File: src/rtl/pc_sequencer_pkg.sv
// pc_sequencer_pkg
//   Shared definitions for the fetch-side PC sequencer and the PC register:
//   FSM state encoding, sequential PC increment and the PC value after reset.
package pc_sequencer_pkg;

    typedef enum logic [1:0] {
        S_FETCH  = 2'd0,
        S_HOLD   = 2'd1,
        S_HALTED = 2'd2
    } state_e;

    localparam logic [31:0] PC_STEP  = 32'd4;
    localparam logic [31:0] RESET_PC = 32'h0000_0000;

endpackage

File: src/rtl/pc_redirect_latch.sv
// pc_redirect_latch
//   Remembers a branch/jump redirect that arrives while the PC cannot advance
//   and selects the next PC value.
// Ports:
//   clk, rst                      clock, async active-high reset
//   adv                           PC loads pc_next this cycle
//   capture_en                    redirects may be latched (not HALTED)
//   pc_cur                        current PC
//   branch_taken/branch_target    branch redirect
//   jump/jump_target              jump redirect
//   pc_next                       value for the PC input
//   flush_if                      redirect applied this cycle
module pc_redirect_latch #(
    parameter logic [31:0] PC_STEP = 32'd4
) (
    input  logic        clk,
    input  logic        rst,
    input  logic        adv,
    input  logic        capture_en,
    input  logic [31:0] pc_cur,
    input  logic        branch_taken,
    input  logic [31:0] branch_target,
    input  logic        jump,
    input  logic [31:0] jump_target,
    output logic [31:0] pc_next,
    output logic        flush_if
);

    logic        redir_pend_q, redir_pend_d;
    logic [31:0] redir_tgt_q,  redir_tgt_d;
    logic        redir_any;
    logic [31:0] new_tgt;
    logic [31:0] pc_seq;

    always_comb begin
        redir_any    = branch_taken | jump;
        new_tgt      = branch_taken ? branch_target : jump_target;
        pc_seq       = pc_cur + PC_STEP;

        // Under reset the pending redirect is already clear; live redirect
        // inputs are masked so pc_next shows the plain sequential value.
        pc_next = pc_seq;
        if (!rst) begin
            if (redir_pend_q)   pc_next = redir_tgt_q;
            else if (redir_any) pc_next = new_tgt;
        end

        flush_if = ~rst & adv & (redir_pend_q | redir_any);

        redir_pend_d = redir_pend_q;
        redir_tgt_d  = redir_tgt_q;
        if (adv) begin
            redir_pend_d = 1'b0;
        end else if (capture_en && !redir_pend_q && redir_any) begin
            // First redirect wins; anything after it is wrong-path.
            redir_pend_d = 1'b1;
            redir_tgt_d  = new_tgt;
        end
    end

    always_ff @(posedge clk or posedge rst) begin
        if (rst) begin
            redir_pend_q <= 1'b0;
            redir_tgt_q  <= 32'h0;
        end else begin
            redir_pend_q <= redir_pend_d;
            redir_tgt_q  <= redir_tgt_d;
        end
    end

endmodule

File: src/rtl/pc_sequencer.sv
// pc_sequencer
//   Fetch-side controller driving the PC register controls. Sequences each
//   fetch against imem readiness and hazard stalls, arbitrates redirects and
//   parks on HALT (or imem timeout) until resume.
// Ports:
//   clk, reset          clock, async active-high reset
//   pc_cur              current PC
//   imem_ready          instruction word valid for pc_cur
//   hazard_stall        hazard unit freeze request
//   branch_taken/target, jump/jump_target  redirects
//   halt_instr          fetched word is HALT
//   resume              leave HALTED
//   pc_next, pc_halt, pc_stall, pc_confirm  PC register controls
//   imem_req            fetch request
//   flush_if            squash IF/ID
//   fetch_error         sticky imem timeout flag
module pc_sequencer #(
    parameter logic [31:0] PC_STEP = pc_sequencer_pkg::PC_STEP,
    parameter int          TIMEOUT = 15,
    parameter int          TW      = 4
) (
    input  logic        clk,
    input  logic        reset,
    input  logic [31:0] pc_cur,
    input  logic        imem_ready,
    input  logic        hazard_stall,
    input  logic        branch_taken,
    input  logic [31:0] branch_target,
    input  logic        jump,
    input  logic [31:0] jump_target,
    input  logic        halt_instr,
    input  logic        resume,
    output logic [31:0] pc_next,
    output logic        pc_halt,
    output logic        pc_stall,
    output logic        pc_confirm,
    output logic        imem_req,
    output logic        flush_if,
    output logic        fetch_error
);
    import pc_sequencer_pkg::*;

    state_e          state_q, state_d;
    logic [TW-1:0]   wait_cnt_q, wait_cnt_d;
    logic            fetch_error_q, fetch_error_d;
    logic [TW-1:0]   wait_inc;
    logic            in_fetch, in_hold, in_halted;
    logic            adv;

    always_comb begin
        in_fetch  = (state_q == S_FETCH);
        in_hold   = (state_q == S_HOLD);
        in_halted = (state_q == S_HALTED);

        // Masked by reset so the PC never loads while reset is asserted.
        adv = ~reset & ((in_fetch & imem_ready & ~hazard_stall & ~halt_instr) |
                        (in_hold & ~hazard_stall));

        pc_halt     = in_halted;
        imem_req    = in_fetch;
        pc_stall    = in_halted ? 1'b0 : ~adv;
        pc_confirm  = adv;
        fetch_error = fetch_error_q;

        state_d       = state_q;
        wait_cnt_d    = wait_cnt_q;
        fetch_error_d = fetch_error_q;
        wait_inc      = wait_cnt_q + 1'b1;

        if (imem_ready) wait_cnt_d = '0;

        case (state_q)
            S_FETCH: begin
                if (imem_ready) begin
                    if (hazard_stall)    state_d = S_HOLD;
                    else if (halt_instr) state_d = S_HALTED;
                end else if (wait_inc == TW'(TIMEOUT)) begin
                    // TIMEOUT consecutive not-ready cycles end the fetch.
                    fetch_error_d = 1'b1;
                    state_d       = S_HALTED;
                    wait_cnt_d    = '0;
                end else begin
                    wait_cnt_d = wait_inc;
                end
            end
            S_HOLD: begin
                if (!hazard_stall) state_d = S_FETCH;
            end
            S_HALTED: begin
                if (resume) state_d = S_FETCH;
            end
            default: state_d = S_FETCH;
        endcase
    end

    always_ff @(posedge clk or posedge reset) begin
        if (reset) begin
            state_q       <= S_FETCH;
            wait_cnt_q    <= '0;
            fetch_error_q <= 1'b0;
        end else begin
            state_q       <= state_d;
            wait_cnt_q    <= wait_cnt_d;
            fetch_error_q <= fetch_error_d;
        end
    end

    pc_redirect_latch #(
        .PC_STEP (PC_STEP)
    ) u_redirect (
        .clk           (clk),
        .rst           (reset),
        .adv           (adv),
        .capture_en    (~in_halted),
        .pc_cur        (pc_cur),
        .branch_taken  (branch_taken),
        .branch_target (branch_target),
        .jump          (jump),
        .jump_target   (jump_target),
        .pc_next       (pc_next),
        .flush_if      (flush_if)
    );

endmodule
File: config.mk
export PLATFORM = sky130hd
export DESIGN_NAME = pc_sequencer
export DESIGN_NICKNAME = d
export VERILOG_FILES = /design/src/rtl/pc_sequencer_pkg.sv /design/src/rtl/pc_redirect_latch.sv /design/src/rtl/pc_sequencer.sv
export SDC_FILE = /design/constraint.sdc
export NUM_CORES = 1
export LEC_CHECK = 0
export CAP_MARGIN = 0
export CORE_MARGIN = 5
export CORE_UTILIZATION = 25
export DETAILED_ROUTE_END_ITERATION = 12
export HOLD_SLACK_MARGIN = 0.06
export SLEW_MARGIN = 20
export SYNTH_ARGS = -nofsm -noshare
export SYNTH_HDL_FRONTEND = slang
export SYNTH_SLANG_ARGS = --single-unit
File: constraint.sdc
create_clock -name clk -period 3.82 [get_ports clk]
set_input_delay 0.573 -clock clk [delete_from_list [all_inputs] [get_ports clk]]
set_output_delay 0.573 -clock clk [all_outputs]
set_load 0.05 [all_outputs]
Clock wires, drivers and flops:
The bar under the picture is 50 um long.
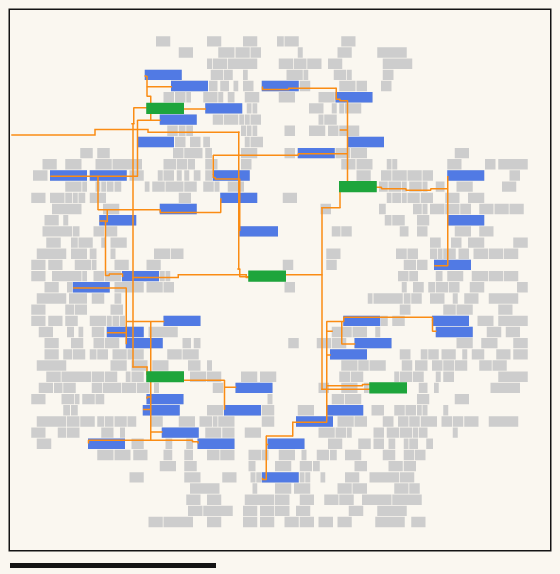
Key: blue = flip-flops [count 40]; green = clock-net drivers [count 5]; orange = clock wires [length 813 um]
Position of the flops: widely spread. There are 6 routed clock nets.

Floorplan with the power grid:
Pins as bars on the die edge.
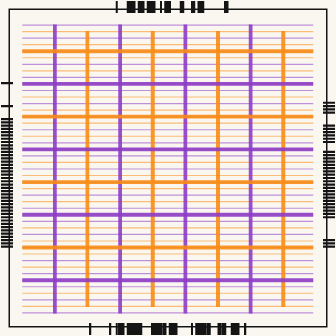
Key: purple = VSS; orange = VDD
45 met1 rails follow the rows. The core has 44 rows.

Clock routing:
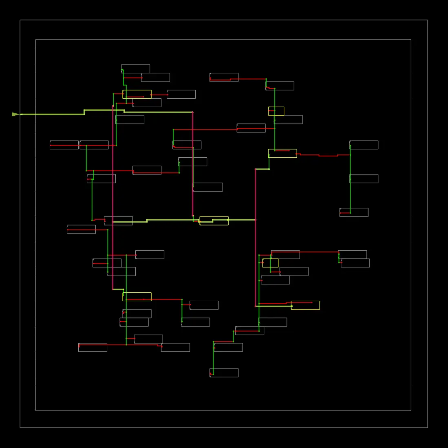
number of clock sinks seen by CTS: 40
insertion delay at the late pin of the worst-skew pair: 0.30 ns
clock tree buffer count of the final layout: 7

==> notes.md <==
The run finished with clean final reports. The total length of routed met3 wires was 1.039 mm. Most popular library cell in the synthesized design by count: sky130_fd_sc_hd__mux2_2. Per the detail_route report, routed wire per instance is 19.06 um. The design has 40 sequential cells. The proportion of final cell area spent on non-clock buffers was 0.3198; the multi-input gate count was 316.

Once detail routing completed, the nets flagged for antenna violations numbered 0. Looking at the hold checks, the worst path lands on fetch_error$_DFFE_PP0P_. With the proportion of power drawn by the clock network at 0.201, the met2 demand-to-capacity share in global routing is 0.2675. The share of layout cells above drive strength 1 was 0.2495. The launch point of the critical path was reported as pc_cur[4]. The number of endpoints failing setup at the final stage was 0. End of the worst register-to-register path: u_redirect.redir_tgt_q[11]$_DFFE_PP0P_.

The run gives 5.853 mm as the routed metal-1 wirelength. Power comes to 2.323 mW. The power report lists the clock group at 466 uW. The post-route clock period utilization works out to 0.9240. For the I/O pin count, the log shows 142. Between clock sinks in the finished design, the worst skew comes to 0.005374 ns. The tools report the net count of the mapped netlist as 528. TritonCTS built the clock tree. The run gives 3962 as the vias after detailed routing.

The critical path maximum fanout is 13. The worst setup path category is input pin to output pin. Critical path launch point type: an input pin. The layout has 26 inverters outside the clock class. The run gives 0 for the number of antenna violations at the first check in global routing. The run gives 1.60 ns as the worst setup slack for register-to-register paths. Total number of warnings across the stage logs: 27. Once synthesis finished, the tally of register bits stood at 40. The logs give 0.3967 for the share of the core filled with cells in the final layout and 0.2717 for the sequential area share after synthesis.

The first global-routing pass estimated 22.17 mm of wire. The switching share of total power was 0.3802. With the multi-input combinational area share at 0.4221, the sequential power is 660 uW. The synthesized area was 0.003684 mm^2. Per the layout area report, the combinational gate area comes to 0.002425 mm^2. Area fraction of the dominant cell type after synthesis: 0.2717. The run gives 883.2 uW for the total net switching power. After synthesis, the mean cell area works out to 8.749 um^2. IR analysis of the VDD net gives a maximum drop of 176.5 uV. Among the non-sequential cells, AND-OR/OR-AND gates take the most area. Met3 track utilization from global routing: 0.04969.

The class of the most critical hold timing path is register to register. The run gives 0.1918 for the met1 usage. The flow measured a signed area growth from synthesis to layout of 55.94%.

Per the GRT log, the top usage layer is met2. Post-synthesis share of cell area spent on full adders, half adders and majority gates: 0.01019. Looking at the group totals, the largest power group turns out to be combinational logic.

Sorting the synthesized cells by how often they occur yields sky130_fd_sc_hd__mux2_2 (61), sky130_fd_sc_hd__nor2_1 (43), sky130_fd_sc_hd__dfrtp_1 (40). Post-route non-filler standard cell count: 733. The area fraction in mux cells is 0.1919, and the overall die height is 131.4 um. The weighted congestion at the end of routability-driven global placement was 0.8790; the post-synthesis simple-gate area fraction was 0.1695. Number of cells upsized or downsized after cts: 0. The run gives 44 as the row count. After legalization and detailed placement, the total HPWL measured 10.56 mm.

The run gives 2 for the level count of the clock H-tree. Setup repair after global routing left no endpoint under its margin. The run gives 0 ns as the sum of negative setup slack. The post-place setup slack came out at 0.3266 ns. The detailed router finished its first iteration with 335 violations.

The buffers plus inverters on the worst setup path works out to 4. The core region is 0.01448 mm^2. The startpoint identified for the worst hold timing path is fetch_error$_DFFE_PP0P_. Power spread over the standard cell area amounts to 404.4 mW/mm^2. The highest routed metal layer is met4. Logic depth of the worst register-to-register path: 4. The logs give 2 for the maximum number of buffers from clock root to sink and 0 for the final count of pins violating max slew.

The hold-critical path depth was 1. The tools report the endpoint of the worst setup timing path as pc_next[24]. The share of final layout cell area taken by clock buffers and inverters was 0.02657; the xor and xnor area share after synthesis was 0.02853. The count of plain and timing-repair buffers in the layout was 160. The logs give 2.96 ns for the data arrival time at the worst-slack endpoint and 656 for the number of nets in the layout. The register with the most flip-flops in the final layout is u_redirect.redir_tgt_q. The complex-gate fraction of the synthesized area works out to 0.2568.

The run gives 0.2544 as the core utilization before placement. Of all cell types, the one taking the most synthesized area is sky130_fd_sc_hd__dfrtp_1. The final antenna diode tally reported by the flow is 0. For reference, the final report shows the hold violation count at 0. The number of cells reported by Yosys stat comes to 421. The actual transition at the worst max-transition pin came out at 0.7702 ns. The count of port buffers added during placement is 141, and the power share of the sequential group is 0.284.

The most used flip-flop cell is sky130_fd_sc_hd__dfrtp_1. The final-layout fill cell count is 1412, and the worst hold margin is 0.4638 ns. The run gives 0.2902 ns for the setup slack after layout. The beginning of the worst register-to-register path is u_redirect.redir_pend_q$_DFFE_PP0P_. The cell depth of the worst setup path came out at 8. With the number of global-route vias before repair at 4122, the total of max-cap violations is 0.
Routed metal, one colour a layer:
Two of the layers only.
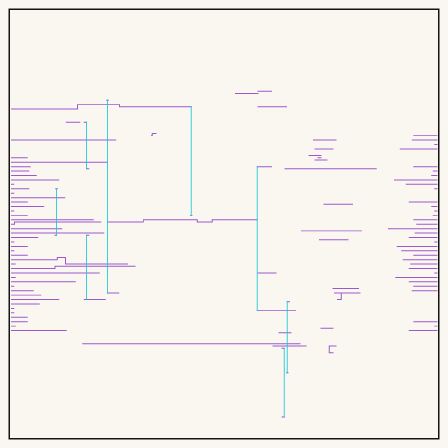
Key: cyan = M4 [wire length 228 um]; purple = M3 [wire length 1040 um]

Cells coloured by class:
The bar under the picture is 50 um long.
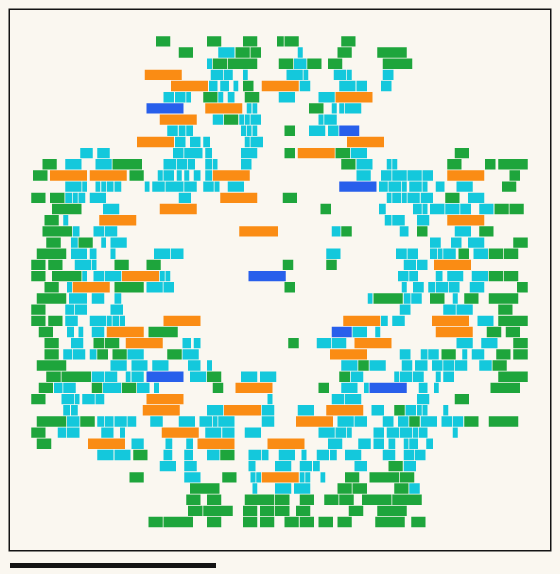
Key: cyan = remaining logic cells [cells 342]; blue = clock drivers and dummy loads [cells 7]; orange = registers [cells 40]; green = remaining buffers and delay cells [cells 160]

Power is estimated from default activity; no workload was simulated.
